**src/rtl/pipeline_pkg.sv**
```systemverilog
// Shared definitions for the pipeline run/step/halt sequencer.
package pipeline_pkg;

    // Sequencer states; the encoding is exposed on the debug state port.
    typedef enum logic [2:0] {
        IDLE   = 3'd0,
        RUN    = 3'd1,
        STEP   = 3'd2,
        FLUSH  = 3'd3,
        HALTED = 3'd4
    } state_t;

    // Debug front-end command codes.
    typedef enum logic [1:0] {
        CMD_RUN   = 2'b00,
        CMD_STEP  = 2'b01,
        CMD_STOP  = 2'b10,
        CMD_FLUSH = 2'b11
    } cmd_t;

    // Reserved opcode; the control unit must never decode it as anything else.
    localparam logic [5:0] HALT_OPCODE = 6'b111111;

    // Width of the flush down-counter (flush length 1..15).
    localparam int FLUSH_CNT_W = 4;

endpackage

```
**src/rtl/pipeline_sequencer_sat_counter.sv**
```systemverilog
// Saturating up-counter with synchronous clear and asynchronous reset.
module sat_counter #(
    parameter int W = 32
) (
    input  logic         clk,
    input  logic         reset,
    input  logic         inc,
    input  logic         clr,
    output logic [W-1:0] count
);

    // Clear wins over increment; increment sticks at all-ones instead of wrapping.
    always_ff @(posedge clk or posedge reset) begin
        if (reset) begin
            count <= '0;
        end else if (clr) begin
            count <= '0;
        end else if (inc && (count != {W{1'b1}})) begin
            count <= count + 1'b1;
        end
    end

endmodule

```
**src/rtl/pipeline_sequencer.sv**
```systemverilog
// Run/step/halt sequencer: gates the global pipeline enable, drives a
// multi-cycle flush, freezes on HALT retirement and counts enabled cycles.
module pipeline_sequencer
    import pipeline_pkg::*;
#(
    parameter int CNT_W        = 32,
    parameter int FLUSH_CYCLES = 5
) (
    input  logic             clk,
    input  logic             reset,
    input  logic             cmd_valid,
    input  logic [1:0]       cmd,
    output logic             cmd_ready,
    input  logic             wb_valid,
    input  logic [5:0]       wb_opcode,
    output logic             pipe_en,
    output logic             pipe_flush,
    output logic             halted,
    output logic             busy,
    output logic [CNT_W-1:0] cycle_count,
    output logic [2:0]       state
);

    state_t                 state_reg, state_next;
    logic [FLUSH_CNT_W-1:0] flush_cnt_reg, flush_cnt_next;
    logic                   accept;
    logic                   halt_hit;
    logic                   flush_start;
    cmd_t                   cmd_code;

    // Moore outputs decoded from the registered state.
    assign pipe_en    = (state_reg == RUN) || (state_reg == STEP);
    assign pipe_flush = (state_reg == FLUSH);
    assign halted     = (state_reg == HALTED);
    assign busy       = (state_reg == RUN) || (state_reg == STEP) || (state_reg == FLUSH);
    assign cmd_ready  = (state_reg == IDLE) || (state_reg == RUN) || (state_reg == HALTED);
    assign state      = state_reg;

    assign cmd_code    = cmd_t'(cmd);
    assign accept      = cmd_valid && cmd_ready;
    // Only a HALT that actually retires (pipeline advancing) counts.
    assign halt_hit    = pipe_en && wb_valid && (wb_opcode == HALT_OPCODE);
    assign flush_start = (state_next == FLUSH) && (state_reg != FLUSH);

    // State and flush down-counter registers.
    always_ff @(posedge clk or posedge reset) begin
        if (reset) begin
            state_reg     <= IDLE;
            flush_cnt_reg <= '0;
        end else begin
            state_reg     <= state_next;
            flush_cnt_reg <= flush_cnt_next;
        end
    end

    // Next-state logic; HALT retirement overrides any command accepted in the same cycle.
    always_comb begin
        state_next     = state_reg;
        flush_cnt_next = flush_cnt_reg;
        case (state_reg)
            IDLE: begin
                if (accept) begin
                    case (cmd_code)
                        CMD_RUN:   state_next = RUN;
                        CMD_STEP:  state_next = STEP;
                        CMD_FLUSH: state_next = FLUSH;
                        default:   state_next = IDLE;
                    endcase
                end
            end
            RUN: begin
                if (accept) begin
                    case (cmd_code)
                        CMD_STOP:  state_next = IDLE;
                        CMD_FLUSH: state_next = FLUSH;
                        default:   state_next = RUN;
                    endcase
                end
            end
            STEP: begin
                state_next = IDLE;
            end
            FLUSH: begin
                // Counter holds the number of flush cycles still to come after this one.
                if (flush_cnt_reg == '0) begin
                    state_next = IDLE;
                end else begin
                    flush_cnt_next = flush_cnt_reg - 1'b1;
                end
            end
            HALTED: begin
                if (accept && (cmd_code == CMD_FLUSH)) begin
                    state_next = FLUSH;
                end
            end
            default: begin
                state_next = IDLE;
            end
        endcase
        if (halt_hit) begin
            state_next = HALTED;
        end
        if ((state_next == FLUSH) && (state_reg != FLUSH)) begin
            flush_cnt_next = FLUSH_CNT_W'(FLUSH_CYCLES - 1);
        end
    end

    sat_counter #(
        .W(CNT_W)
    ) u_cycle_counter (
        .clk   (clk),
        .reset (reset),
        .inc   (pipe_en),
        .clr   (flush_start),
        .count (cycle_count)
    );

endmodule
```
**config.mk**
```make
export PLATFORM = sky130hd
export DESIGN_NAME = pipeline_sequencer
export DESIGN_NICKNAME = d
export VERILOG_FILES = /design/src/rtl/pipeline_pkg.sv /design/src/rtl/pipeline_sequencer_sat_counter.sv /design/src/rtl/pipeline_sequencer.sv
export SDC_FILE = /design/constraint.sdc
export NUM_CORES = 1
export LEC_CHECK = 0
export CAP_MARGIN = 20
export CORE_ASPECT_RATIO = 0.5
export CORE_MARGIN = 8
export CORE_UTILIZATION = 25
export DETAILED_ROUTE_END_ITERATION = 12
export SETUP_SLACK_MARGIN = 0.05
export SLEW_MARGIN = 10
export SYNTH_ARGS = -nofsm -noshare
export SYNTH_HDL_FRONTEND = slang
export SYNTH_SLANG_ARGS = --single-unit
```
**constraint.sdc**
```tcl
create_clock -name clk -period 2.75 [get_ports clk]
set_clock_uncertainty 0.15 [all_clocks]
set_input_delay 0.6875 -clock clk [delete_from_list [all_inputs] [get_ports clk]]
set_output_delay 0.6875 -clock clk [all_outputs]
set_load 0.01 [all_outputs]
```
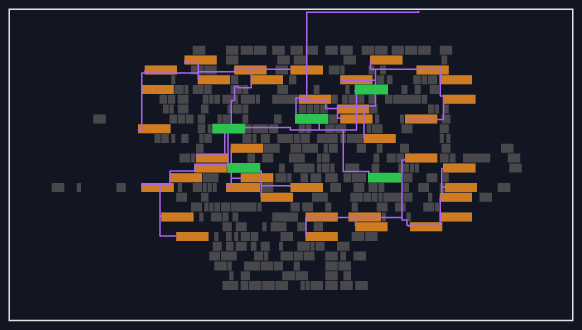
**Above:** run 1 (clock wires, drivers and flops).
- clock wires: purple (length 536 microns)
- clock drivers: green (count 5)
- flip-flops: orange (count 39)
- routed clock nets: 6

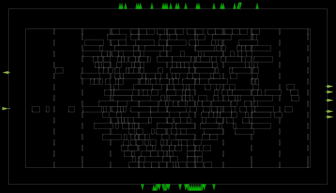
**Above:** run 1 (placement view).
Core ar.: 9480 sq um
FILL cells: 955
flop count: 39

==> flow_metrics.tcl, run 1 <==
# metrics dict for downstream scripts
set metrics [dict create \
    status "complete, no violations" \
    worstReg2RegStart "u_cycle_counter.count[0]$_DFFE_PP0P_" \
    leakage_nw 1.30 \
    syn_to_final_growth_pct 36.8 \
    dr_wl_met3_microns 217 \
    powerComb_mw 1.25 \
    slowest_stage "clkdlybuf4s50_1" \
    avgSynthCellArea_sq_um 9.45 \
    clk_latency_ps 280 \
    drc 0 \
    die_w_microns 156 \
    area_dominant_class "logic gates" \
    grt_pass1_wl_mm 10.6 \
    dieArea_sq_um 13400 \
    cts_hold_buf 0 \
    whs_path_depth 2 \
    edf_count 0 \
    dp.cells 452 \
    holdPathEnd "flush_cnt_reg[3]$_DFFE_PP0P_" \
    cts_num_sinks 39 \
    final.period_utilization_pct 94.9 \
    gp_congestion 0.788 \
    rsz0062_at_grt "false" \
    clockNetworkAreaShare_pct 3.85 \
    cts_resized 2 \
    tap-cell-count 135 \
]
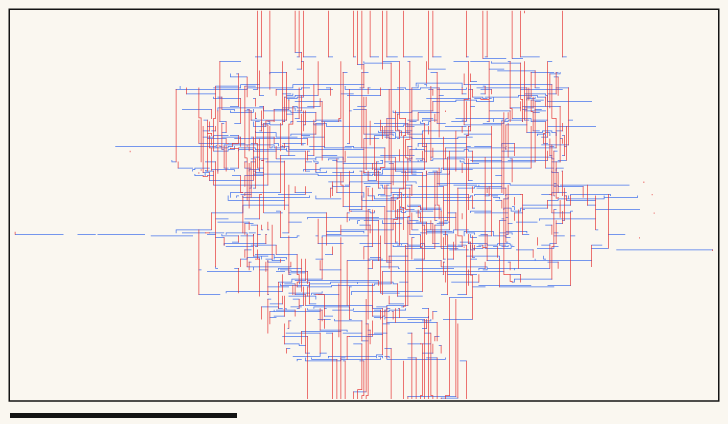
**Above:** run 1 (metal layers overlaid).
Scale bar: 50 microns. Two of the layers only.
- metal 1: blue (wire length 3,030 microns)
- metal 2: red (wire length 3,010 microns)

## run 1: how the worst max path moves through the flow
stage,start,to,slack [ps],depth (start not counted)
floorplan,u_cycle_counter.count[0]$_DFFE_PP0P_,u_cycle_counter.count[0]$_DFFE_PP0P_,470,8
global placement,cmd[0],u_cycle_counter.count[25]$_DFFE_PP0P_,-50,8
detailed placement,cmd[0],u_cycle_counter.count[11]$_DFFE_PP0P_,-50,8
CTS,state[0]$_DFF_PP0_,halted,100,3
global route,state[0]$_DFF_PP0_,halted,80,3
finish,state[0]$_DFF_PP0_,halted,140,3
## run 1: per-layer routing
layer / track usage [%] / vias to the layer above
met1: 12.4 / 1050
met4: 2.10 / 0
met5: 0 / -
met2: 15.8 / 30
met3: 2.01 / 6
li1: - / 1078
## Run 2: what changed since run 1
--- a/config.mk
+++ b/config.mk
@@ -7,7 +7,6 @@
 export LEC_CHECK = 0
 export CAP_MARGIN = 20
 export CORE_ASPECT_RATIO = 0.5
-export CORE_MARGIN = 8
 export CORE_UTILIZATION = 25
 export DETAILED_ROUTE_END_ITERATION = 12
 export SETUP_SLACK_MARGIN = 0.05
==> flow_metrics.tcl, run 2 <==
# metrics dict for downstream scripts
set metrics [dict create \
    drv_cap 0 \
    slowest_stage "clkdlybuf4s50_1" \
    fillCellCount 972 \
    cts_hold_buf 0 \
    seq-power_mw 1.08 \
    cts_num_sinks 39 \
    powerComb_mw 1.24 \
    flops 39 \
    startpoint "state[0]$_DFF_PP0_" \
    area_dominant_class "logic gates" \
    drc 0 \
    dieArea_sq_um 10200 \
    clk_latency_ps 280 \
    gp_congestion 0.780 \
    status "complete, no violations" \
    core_sq_um 9480 \
    worstReg2RegStart "u_cycle_counter.count[0]$_DFFE_PP0P_" \
    clockNetworkAreaShare_pct 5.17 \
    leakage_nw 1.31 \
    rsz0062_at_grt "false" \
    hpwl_mm 4.36 \
    cts_resized 0 \
    crit_path_end "halted" \
    final.period_utilization_pct 94.4 \
    edf_count 0 \
    grt-ovfl-total 0 \
    syn_to_final_growth_pct 37.5 \
    holdPathEnd "flush_cnt_reg[2]$_DFFE_PP0P_" \
    die_w_microns 142 \
    seq_share_pct 29.0 \
    avgSynthCellArea_sq_um 9.45 \
]
-- run 2: stage by stage --
stage	setup TNS [ps]	hold WS, ps	cells	worst slack (ps)
global placement	-1110	384	450	-58.7
global route	0	455	458	78.8
CTS	0	416	458	50.2
floorplan	0	359	259	472
finish	0	407	458	153
detailed placement	-1240	389	450	-71.0
-- run 2: layer usage --
layer / global-route usage [%] / up-vias / share of wire (%)
met1: 17.5 / 1068 / 49
li1: - / 1074 / -
met3: 2.38 / 7 / 3.3
met4: 3.23 / 0 / 1.1
met5: 0 / - / 0
met2: 21.2 / 42 / 46
-- run 2: cells by family after synthesis --
family,after synthesis,synth area share (%)
DFF,39,39.9
buffers and inverters,24,5.26
muxes,2,0.869
and+or+nand+nor,122,31.2
AOI/OAI and AO/OA,45,12.4
xor gates and xnor gates,22,7.87
adders and majority gates,5,2.55
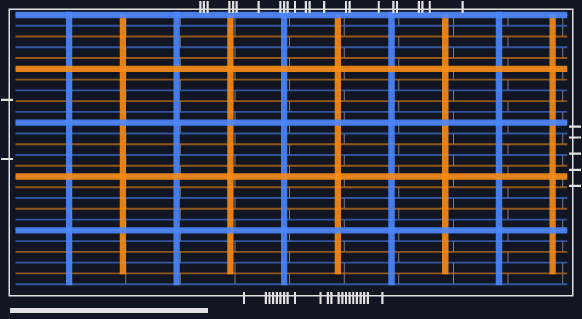
**Above:** run 2 (power grid).
Scale bar: 50 microns. Pins as bars on the die edge. Tap cells in grey.
- VDD: orange
- VSS: blue
- met5 straps: 5
- tap cells: 135
- met4 straps: 10

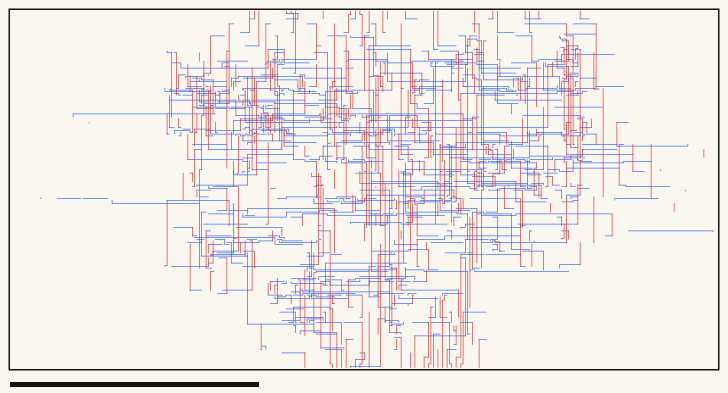
**Above:** run 2 (metal layers overlaid).
Scale bar: 50 microns. Two of the layers only.
- metal 2: red (wire length 2,790 microns)
- metal 1: blue (wire length 2,980 microns)

**Run 2: clock wires, drivers and flops**

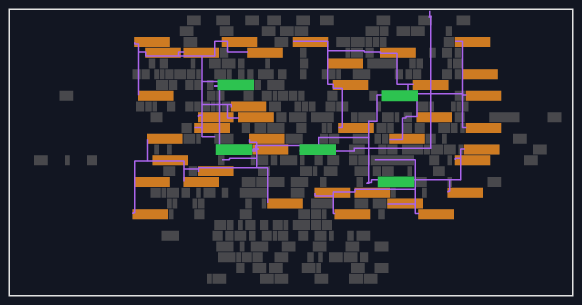

## Run 3: what changed since run 2
==> constraint.sdc (replaced) <==
create_clock -name clk -period 3.3 [get_ports clk]
set_clock_uncertainty 0.15 [all_clocks]
set_input_delay 0.825 -clock clk [delete_from_list [all_inputs] [get_ports clk]]
set_output_delay 0.825 -clock clk [all_outputs]
set_load 0.01 [all_outputs]
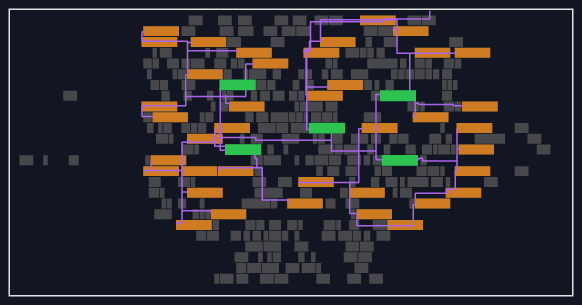
**Above:** run 3 (clock wires, drivers and flops).
- clock drivers: green (count 5)
- flip-flops: orange (count 39)
- clock wires: purple (length 542 microns)
- routed clock nets: 6
Clk pwr share: 19.2%
Clock net power: 0.446 mW

==> flow_metrics.tcl, run 3 <==
# metrics dict for downstream scripts
set metrics [dict create \
    syn_to_final_growth_pct 32.1 \
    startpoint "state[1]$_DFF_PP0_" \
    leakage_nw 1.23 \
    route.met2.wl_mm 2.73 \
    use_met2_pct 19.5 \
    cts_num_sinks 39 \
    setup_tns_ps 0 \
    clk_pin_slew_ps 50 \
    maxSlewHeadroom_pct 63.6 \
    min_from "flush_cnt_reg[3]$_DFFE_PP0P_" \
    hold_ws_ps 397 \
    crit_path_end "pipe_en" \
    grt-ovfl-total 0 \
    clockNetworkAreaShare_pct 3.98 \
    tap-cell-count 135 \
    worstReg2RegStart "state[0]$_DFF_PP0_" \
    final.period_utilization_pct 91.8 \
    area_dominant_class "logic gates" \
    instances_no_fill 446 \
    gp_congestion 0.754 \
    pre_cts_ws_ps 203 \
    core_sq_um 9480 \
    drv_cap 0 \
    dr.max_layer_used "met4" \
    grt_pass1_wl_mm 9.93 \
    dieArea_sq_um 10200 \
    status "complete, no violations" \
    cts_hold_buf 0 \
    rsz0062_at_grt "false" \
    setup_ws_ps 272 \
    dp.cells 440 \
    hpwl_mm 4.26 \
    grt_use_met1_pct 16.9 \
    use_met3_pct 2.44 \
    grt-busiest-layer "met2" \
    clk_latency_ps 280 \
    drc 0 \
    fillCellCount 976 \
    seq_share_pct 30.2 \
    avgSynthCellArea_sq_um 9.45 \
    cts_resized 0 \
    whs_path_depth 2 \
    holdPathEnd "flush_cnt_reg[3]$_DFFE_PP0P_" \
    m1WireLength_mm 2.92 \
    flops 39 \
]
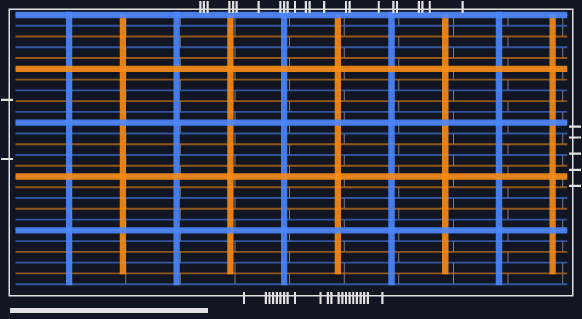
**Above:** run 3 (power grid).
Scale bar: 50 microns. Pins as bars on the die edge. Tap cells in grey.
- VDD: orange
- VSS: blue
- rows: 25
- signal pins: 52
peak supply drop: 176 uV
die height: 72.0 microns
DIE WIDTH: 142 microns

[run 3: kinds of logic (layout without fill, tap and decap cells)]
logic type                 count (synthesis)  count (layout)  share of synthesized area [%]
adders and majority gates                  5               5                           2.55
and+or+nand+nor                          122             122                           31.2
muxes                                      2               2                          0.869
DFF                                       39              39                           39.9
buffers and inverters                     24              76                           5.26
xor gates and xnor gates                  22              22                           7.87
AOI/OAI and AO/OA                         45              45                           12.4
[run 3: where the power goes]
part / internal (mW) / switching, mW / leakage [nW]
Clock: 0.272 / 0.174 / 0.0628
Sequential: 0.642 / 0.251 / 0.517
Combinational: 0.509 / 0.474 / 0.653
Total: 1.42 / 0.899 / 1.23
[run 3: critical path, cell delays in order (launching register included)]
cell and delay [ps]:
dfrtp_1 570, xor2_1 310, nand2_2 210, inv_2 140
clkdlybuf4s50_1 540
No activity file was given, so power comes from the tool's default toggle rates.
